File: config.mk
export PLATFORM = sky130hd
export DESIGN_NAME = mult_div_unit
export DESIGN_NICKNAME = d
export VERILOG_FILES = /design/src/rtl/mult_div_unit.sv
export SDC_FILE = /design/constraint.sdc
export NUM_CORES = 1
export LEC_CHECK = 0
export CAP_MARGIN = 10
export CORE_ASPECT_RATIO = 1.1
export CORE_MARGIN = 5
export CORE_UTILIZATION = 61
export CTS_CLUSTER_DIAMETER = 120
export DETAILED_ROUTE_END_ITERATION = 8
export PLACE_DENSITY = 0.82
export SLEW_MARGIN = 0
export SYNTH_ARGS = -nofsm -noshare
export SYNTH_HDL_FRONTEND = slang
export SYNTH_SLANG_ARGS = --single-unit
File: constraint.sdc
create_clock -name clk -period 4 [get_ports clk]
set_clock_uncertainty 0.05 [all_clocks]
set_input_delay 0.6 -clock clk [delete_from_list [all_inputs] [get_ports clk]]
set_output_delay 0.6 -clock clk [all_outputs]
set_load 0.02 [all_outputs]
File: src/rtl/mult_div_unit.sv
// mult_div_unit: iterative 32-cycle shift-add multiplier / restoring divider owning the HI/LO pair
//   clk        rising-edge clock
//   reset      asynchronous active-low reset
//   mult_ex    start multiply (wins over div_ex when both are high)
//   div_ex     start divide
//   signed_ex  1 = signed operation, 0 = unsigned
//   mthi_ex    write HI from rs_val when idle and not starting
//   mtlo_ex    write LO from rs_val when idle and not starting
//   mfhi_ex    select HI onto hilo_rd (LO otherwise)
//   mflo_ex    read LO (only affects stall)
//   rs_val     dividend / multiplicand / move data
//   rt_val     divisor / multiplier
//   hilo_rd    committed HI or LO
//   busy       operation in flight
//   stall      command presented while busy
//   div_zero   last accepted divide had a zero divisor
module mult_div_unit #(
    parameter int XLEN = 32
) (
    input  logic            clk,
    input  logic            reset,
    input  logic            mult_ex,
    input  logic            div_ex,
    input  logic            signed_ex,
    input  logic            mthi_ex,
    input  logic            mtlo_ex,
    input  logic            mfhi_ex,
    input  logic            mflo_ex,
    input  logic [XLEN-1:0] rs_val,
    input  logic [XLEN-1:0] rt_val,
    output logic [XLEN-1:0] hilo_rd,
    output logic            busy,
    output logic            stall,
    output logic            div_zero
);
    typedef enum logic [1:0] {IDLE, MUL, DIV, FIX} state_t;
    state_t state, state_d;
    logic [XLEN-1:0]   hi, lo, opnd, rs_mag, rt_mag, quo_fix, rem_fix;
    logic [2*XLEN-1:0] p, prod_fix, mul_next, div_next;
    logic [XLEN:0]     mul_sum, div_tmp, div_diff;
    logic [4:0]        cnt;
    logic              start, rs_neg, rt_neg, neg_res, neg_a, is_div, div_ok;

    assign start   = (state == IDLE) & (mult_ex | div_ex);
    assign rs_neg  = signed_ex & rs_val[XLEN-1];
    assign rt_neg  = signed_ex & rt_val[XLEN-1];
    assign rs_mag  = rs_neg ? -rs_val : rs_val;
    assign rt_mag  = rt_neg ? -rt_val : rt_val;
    // Multiply: p = {partial product, remaining multiplier bits}; add then shift right.
    assign mul_sum  = {1'b0, p[2*XLEN-1:XLEN]} + {1'b0, p[0] ? opnd : {XLEN{1'b0}}};
    assign mul_next = {mul_sum, p[XLEN-1:1]};
    // Divide: p = {remainder, dividend bits / quotient bits}; shift left, trial subtract.
    assign div_tmp  = p[2*XLEN-1:XLEN-1];
    assign div_diff = div_tmp - {1'b0, opnd};
    assign div_ok   = ~div_diff[XLEN];
    assign div_next = {div_ok ? div_diff[XLEN-1:0] : div_tmp[XLEN-1:0], p[XLEN-2:0], div_ok};
    assign prod_fix = neg_res ? -p : p;
    assign quo_fix  = neg_res ? -p[XLEN-1:0] : p[XLEN-1:0];
    assign rem_fix  = neg_a ? -p[2*XLEN-1:XLEN] : p[2*XLEN-1:XLEN];
    assign hilo_rd  = mfhi_ex ? hi : lo;
    assign busy     = state != IDLE;
    assign stall    = busy & (mult_ex | div_ex | mthi_ex | mtlo_ex | mfhi_ex | mflo_ex);

    always_ff @(posedge clk or negedge reset) begin
        if (!reset) state <= IDLE;
        else        state <= state_d;
    end

    always_comb begin
        state_d = state;
        state_d = state == IDLE ? (mult_ex ? MUL : div_ex ? DIV : IDLE) :
                  state == FIX  ? IDLE :
                  cnt == 5'd31  ? FIX : state;
    end

    always_ff @(posedge clk or negedge reset) begin
        if (!reset) begin
            hi       <= '0;
            lo       <= '0;
            p        <= '0;
            opnd     <= '0;
            cnt      <= '0;
            neg_res  <= 1'b0;
            neg_a    <= 1'b0;
            is_div   <= 1'b0;
            div_zero <= 1'b0;
        end else if (start) begin
            opnd     <= mult_ex ? rs_mag : rt_mag;
            p        <= {{XLEN{1'b0}}, mult_ex ? rt_mag : rs_mag};
            neg_res  <= rs_neg ^ rt_neg;
            neg_a    <= rs_neg;
            is_div   <= ~mult_ex;
            cnt      <= '0;
            div_zero <= ~mult_ex & (rt_val == '0);
        end else if (state == IDLE) begin
            if (mthi_ex) hi <= rs_val;
            if (mtlo_ex) lo <= rs_val;
        end else if (state == FIX) begin
            {hi, lo} <= is_div ? {rem_fix, quo_fix} : prod_fix;
        end else begin
            p   <= state == MUL ? mul_next : div_next;
            cnt <= cnt + 5'd1;
        end
    end
endmodule

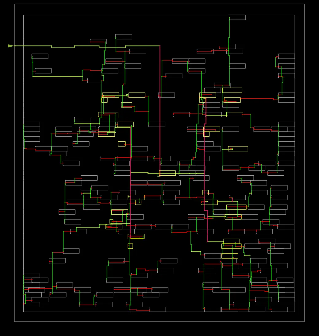
**Above:** run 1 (the clock network).
clkbuf count: 17
power of the clock network: 0.00193 W
clk latency late pin: 440 ps

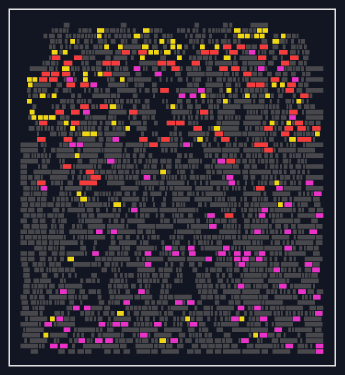
**Above:** run 1 (gate-type map).
Drawn at 2 px/µm.
legend:
  AND-OR and OR-AND gates:
    colour: yellow
    cells: 84
  multiplexers:
    colour: magenta
    cells: 97
    where: widely spread
  adder and majority cells:
    colour: red
    cells: 75
most used logic cell in the final layout: nand2_1
Comb/total area: 59.5%
Non-Filler Instances: 2379

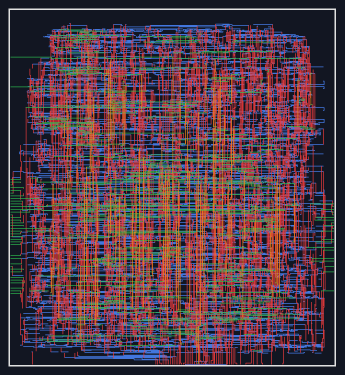
**Above:** run 1 (routed metal, one colour a layer).
Drawn at 2 px/µm.
legend:
  metal 3:
    colour: green
    wire_length: 5680 µm
  metal 4:
    colour: orange
    wire_length: 3530 µm
  metal 1:
    colour: blue
    wire_length: 22.3 mm
  metal 2:
    colour: red
    wire_length: 24.1 mm

[run 1: cells in the final DEF, fill, tap and decap left out, types with 12 or more instances in the layout]
cell type / count
ha_1: 71
clkdlybuf4s50_1: 105
nand2_1: 196
buf_4: 66
a22oi_1: 12
nor2_1: 186
nand3_1: 15
dfrtp_1: 171
mux2_2: 39
a31oi_1: 17
nor4_1: 19
a211oi_1: 15
mux2i_1: 58
clkbuf_16: 17
nor2b_1: 17
and3_1: 14
o22ai_1: 18
nand4_1: 18
o221ai_1: 17
nand2b_1: 21
xnor2_1: 80
nor3_1: 44
o21a_1: 21
o211ai_1: 24
xor2_1: 86
a221oi_1: 15
a21oi_1: 190
inv_1: 65
a21o_1: 37
o31ai_1: 29
o21ai_0: 194
or3_1: 31
==> impl_metrics.csv, run 1 <==
group,metric,value,unit
layout,largestClassByArea,"combinational gates",
critical_path,cp-startpoint,"p[31]",
critical_path,critPathBufInv,2,
critical_path,cp.arrival,4170,ps
yosys,ys.flop_type,"dfrtp_1",
cts,cts_num_sinks,171,
timing,holdWs,133,ps
layout,area_delta_synth_final,14.2,%
die,ioPinCount,108,
placed_design,io_buffers,107,
timing,period_minus_slack,3840,ps
critical_path,worstPathMaxFanout,21,
grt,grt_max_degree,80,
timing,hold_violations,0,
detailed_routing,wl_met3,5680,µm
layout,flops,171,
yosys,syn_inst,1976,
critical_path,crit_cells,13,
layout,seq_share,24.1,%
layout,largest_register,"p",
timing,fin_tns_setup,0,ps
grt,grt.met1_usage,51.7,%
power,comb_power_share,70.8,%
placed_design,placed_area,0.0171,mm²
critical_path,reg2reg_setup_slack,160,ps
placed_design,gp_congestion,1.03,
detailed_routing,vias_per_cell,6.75,
layout,buffer_area_share,9.13,%
grt,grt_util_all_layers,38.2,%
cts,post_cts_buffers,0,
layout,clkCellAreaFrac,3.71,%
grt,grt-ovfl-total,0,
cts,path_clk_slew,80,ps
power,clkPwrFrac,10.2,%
yosys,yosys.area.top_type,"dfrtp_1",
layout,logic_area,0.0106,mm²
power,p_sw,0.00989,W
grt,grt_pass1_vias,15200,
layout,antennaDiodeCount,1,
die,dieWidth,162,µm
yosys,ys_sh_aoi,26.7,%
run,drv_cap,0,
grt,grtUsageMet3,6.32,%
cts,cts-resized-gates,0,
cts,clk_path_buf_depth,2,
layout,layout.cell_area.non_filler,0.0178,mm²
detailed_routing,wl,55600,µm
yosys,top_cell,"nand2_1",
detailed_routing,m1WireLength,22300,µm
placed_design,hpwl,42500,µm
layout,final_util,70.6,%
run,warnings,28,
layout,n_fill_cell,2086,
yosys,ys_top_logic_family,"AND-OR/OR-AND gates",
yosys,yosys-top-cells-count,"nand2_1 (196), o21ai_0 (194), a21oi_1 (190), nor2_1 (189), dfrtp_1 (171)",
layout,layout-drive-gt1-share,8.87,%
yosys,synth.cell_area,0.0156,mm²
grt,grt_first_pass_wirelength,86100,µm
detailed_routing,detail_route.wl_per_cell,23.4,µm
yosys,ys_async_sr_fraction,100,%
yosys,synth_top_area_share,27.5,%
power,ir_drop,0.000663,V
layout,non_clock_inverter_count,65,
power,finalPower,0.0189,W
yosys,ys_ff,171,
yosys,syn_nets,2124,
detailed_routing,top_layer,"met4",
cts,cts_hold_buf,0,
power,p_per_area,1060,mW/mm²
yosys,ys_chip_area,0.0156,mm²
placed_design,dp_cells,2347,
critical_path,cp_data_required_time,4330,ps
cts,cts_tree,"built",
power,p_seq,0.00359,W
power,seq_power_share,19.0,%
yosys,edf_count,0,
critical_path,worst_r2r_path_depth,13,
timing,setup_viol_count_final,0,
yosys,ys_sh_mux,6.55,%
detailed_routing,drtPass1Iterations,6,
status,outcome,"finished clean",
layout,nNonClkBuffers,176,
detailed_routing,drc_errors,0,
power,power_combinational,0.0134,W
die,initial_core_util,61.8,%
yosys,synth_cell_types,87,
**Run 1: sequential cells coloured by netlist name**

Drawn at 1.5 px/µm. Other sequential cells in the stronger grey, the rest of the logic in the fainter grey.
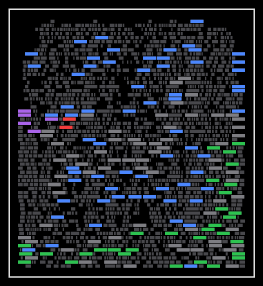

==> run 1 -> run 2 <==
--- a/config.mk
+++ b/config.mk
@@ -12,7 +12,7 @@
 export CTS_CLUSTER_DIAMETER = 120
 export DETAILED_ROUTE_END_ITERATION = 8
 export PLACE_DENSITY = 0.82
-export SLEW_MARGIN = 0
+export SLEW_MARGIN = 20
 export SYNTH_ARGS = -nofsm -noshare
 export SYNTH_HDL_FRONTEND = slang
 export SYNTH_SLANG_ARGS = --single-unit
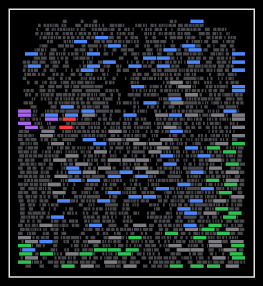
**Above:** run 2 (sequential cells coloured by netlist name).
Drawn at 1.5 px/µm. Other sequential cells in the stronger grey, the rest of the logic in the fainter grey.
legend:
  `p`:
    colour: blue
    sequential_cells: 64
  `state`:
    colour: red
    sequential_cells: 2
  `cnt`:
    colour: purple
    sequential_cells: 5
    where: middle left
  `lo`:
    colour: green
    sequential_cells: 32
not coloured: 68
flop share of the area: 24.2%
sequential power: 0.00358 W
Layout Utilization: 70.3%
FF/Latch Area: 0.00428 mm²

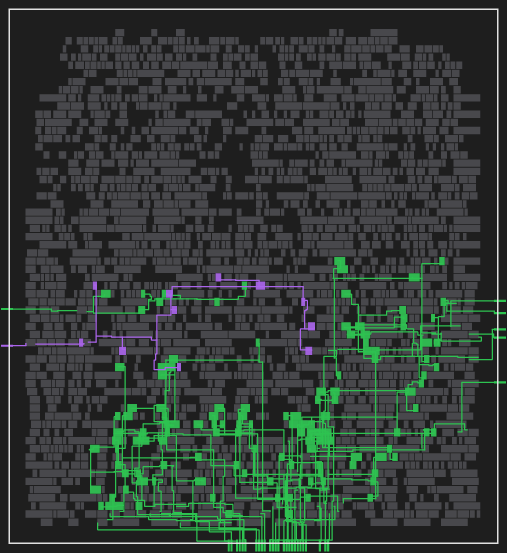
**Above:** run 2 (I/O nets highlighted).
Drawn at 3 px/µm.
legend:
  `rs_val`:
    colour: green
    bits: 32
    direction: input
    end_cells: 128
    wire: 3220 µm
  `div_ex`:
    colour: purple
    bits: 1
    direction: input
    end_cells: 11
    wire: 209 µm
IO Port Bufs: 107
io pins: 108

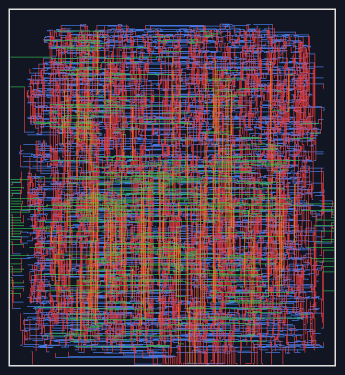
**Above:** run 2 (routed metal, one colour a layer).
Drawn at 2 px/µm.
legend:
  metal 4:
    colour: orange
    wire_length: 3410 µm
  metal 1:
    colour: blue
    wire_length: 22.3 mm
  metal 3:
    colour: green
    wire_length: 5700 µm
  metal 2:
    colour: red
    wire_length: 23.9 mm
total vias in the final route: 16100
gr usage total: 38.0%
Final Routed Wirelength: 55300 µm
drt wl/cell: 23.2 µm

==> run 2 against run 1 <==
Routed wire length fell by 0.54%. Via count increased by 0.21%. Design area down 0.36%. Sequential cell count unchanged. Setup slack improved by 54 ps. Synthesized cell count is the same. Global-route usage fell by 0.16 points. Die size unchanged. Sequential power is essentially flat. Cell count hardly changed. Largest cell class unchanged. Clock power down about 10%. Maximum frequency increased by 1.4%.
==> impl_metrics.csv, run 2 <==
group,metric,value,unit
status,outcome,"finished clean",
critical_path,cp-startpoint,"p[31]",
yosys,ys_async_sr_fraction,100,%
cts,cts_num_sinks,171,
grt,antenna_found_initial,1,
placed_design,gp_congestion,1.03,
timing,hold_violations,0,
cts,cts_hold_buf,0,
grt,grt_use_met2,57.9,%
cts,path_clk_slew,80,ps
power,finalPower,0.0187,W
detailed_routing,top_layer,"met4",
placed_design,hpwl,42600,µm
power,power_combinational,0.0134,W
power,clkPwrFrac,9.3,%
cts,clock.latency.late_pin,450,ps
power,internal_power,0.00879,W
timing,holdWs,129,ps
yosys,ys_ff,171,
timing,setup_viol_count_final,0,
layout,instances_no_fill,2380,
power,p_sw,0.00990,W
yosys,synth_top_area_share,27.5,%
timing,period_minus_slack,3790,ps
grt,grt_max_degree,80,
yosys,yosys-top-cells-count,"nand2_1 (196), o21ai_0 (194), a21oi_1 (190), nor2_1 (189), dfrtp_1 (171)",
yosys,synth_cell_types,87,
power,p_per_area,1050,mW/mm²
detailed_routing,wl_met3,5700,µm
power,ir_drop,0.000631,V
layout,largest_reg_flops,64,
timing,rsz0062_at_grt,"no",
grt,grtUsageMet3,7.62,%
layout,lay_top_count,"nand2_1",
critical_path,reg2reg_setup_slack,210,ps
critical_path,cp.arrival,4120,ps
detailed_routing,m1WireLength,22300,µm
placed_design,pre_cts_ws,197,ps
yosys,ys_chip_area,0.0156,mm²
detailed_routing,vias_per_cell,6.77,
critical_path,worstPathMaxFanout,21,
layout,area_delta_synth_final,13.8,%
power,clk-power,0.00173,W
detailed_routing,drtPass1Iterations,6,
layout,largest_register,"p",
detailed_routing,drc_errors,0,
critical_path,crit_cells,13,
grt,grt.met1_usage,51.0,%
yosys,yosys.area.top_type,"dfrtp_1",
power,power_leader,"combinational cells",
cts,cts_tree,"built",
yosys,ys_cells,1976,
yosys,syn_nets,2124,
die,initial_core_util,61.8,%
critical_path,crit_slowest_cell,"a2111oi_4",
timing,fin_tns_setup,0,ps
power,p_sw_share,53.0,%
placed_design,placed_area,0.0171,mm²
layout,layout.cell_area.non_filler,0.0177,mm²
yosys,ys.flop_type,"dfrtp_1",
run,drv_cap,0,
cts,clk_path_buf_depth,2,
yosys,syn_inst,1976,
die,dieWidth,162,µm
grt,grt_first_pass_wirelength,85600,µm
critical_path,worst_r2r_path_depth,13,
yosys,synth.cell_area,0.0156,mm²
run,warnings,28,
grt,grt_pass1_vias,15100,
layout,final_cell_mix,"nand2_1 (196), o21ai_0 (194), a21oi_1 (190), nor2_1 (185), dfrtp_1 (171)",
yosys,edf_count,0,
critical_path,critPathBufInv,2,
critical_path,crit_end,"p[55]",
layout,layout-drive-gt1-share,8.96,%
power,power.leakage,7.46,nW
cts,cts_inserted_buffers,17,
layout,n_fill_cell,2102,
power,comb_power_share,71.6,%
yosys,top_cell,"nand2_1",
die,fp.dieH,178,µm
layout,logic_area,0.0106,mm²
placed_design,dp_cells,2347,
power,seq_power_share,19.2,%
critical_path,cp_data_required_time,4330,ps
grt,grt-ovfl-total,0,
## run 2: what timing repair did
| action | 4_1_cts | 5_1_grt |
|---|---|---|
| buffers inserted | 0 | 0 |
| gates resized | 0 | 2 |
| endpoints found under the setup margin | 0 | 7 |
## run 2: area by class of cell
type                    instances  share of cell area (%)
multi-input cells            1620                    59.7
flip-flops and latches        171                    24.2
repair buffers                176                    9.16
clock buffers                  18                    2.48
well taps                     315                    2.22
inverters                      65                    1.38
clock inverters                14                   0.869
diodes                          1                  0.0141
## run 2: kinds of logic after synthesis
family                   Yosys count  share of synthesized area (%)
AND/OR/NAND/NOR                  618                           18.9
flip-flops                       171                           27.5
multiplexers                      97                           6.55
AND-OR/OR-AND                    664                           26.7
XOR/XNOR                         166                           9.34
buffers and inverters            185                           4.86
adder cells (fa/ha/maj)           75                           6.13
Power figures rest on the tool's default switching activity, not on a simulated workload.
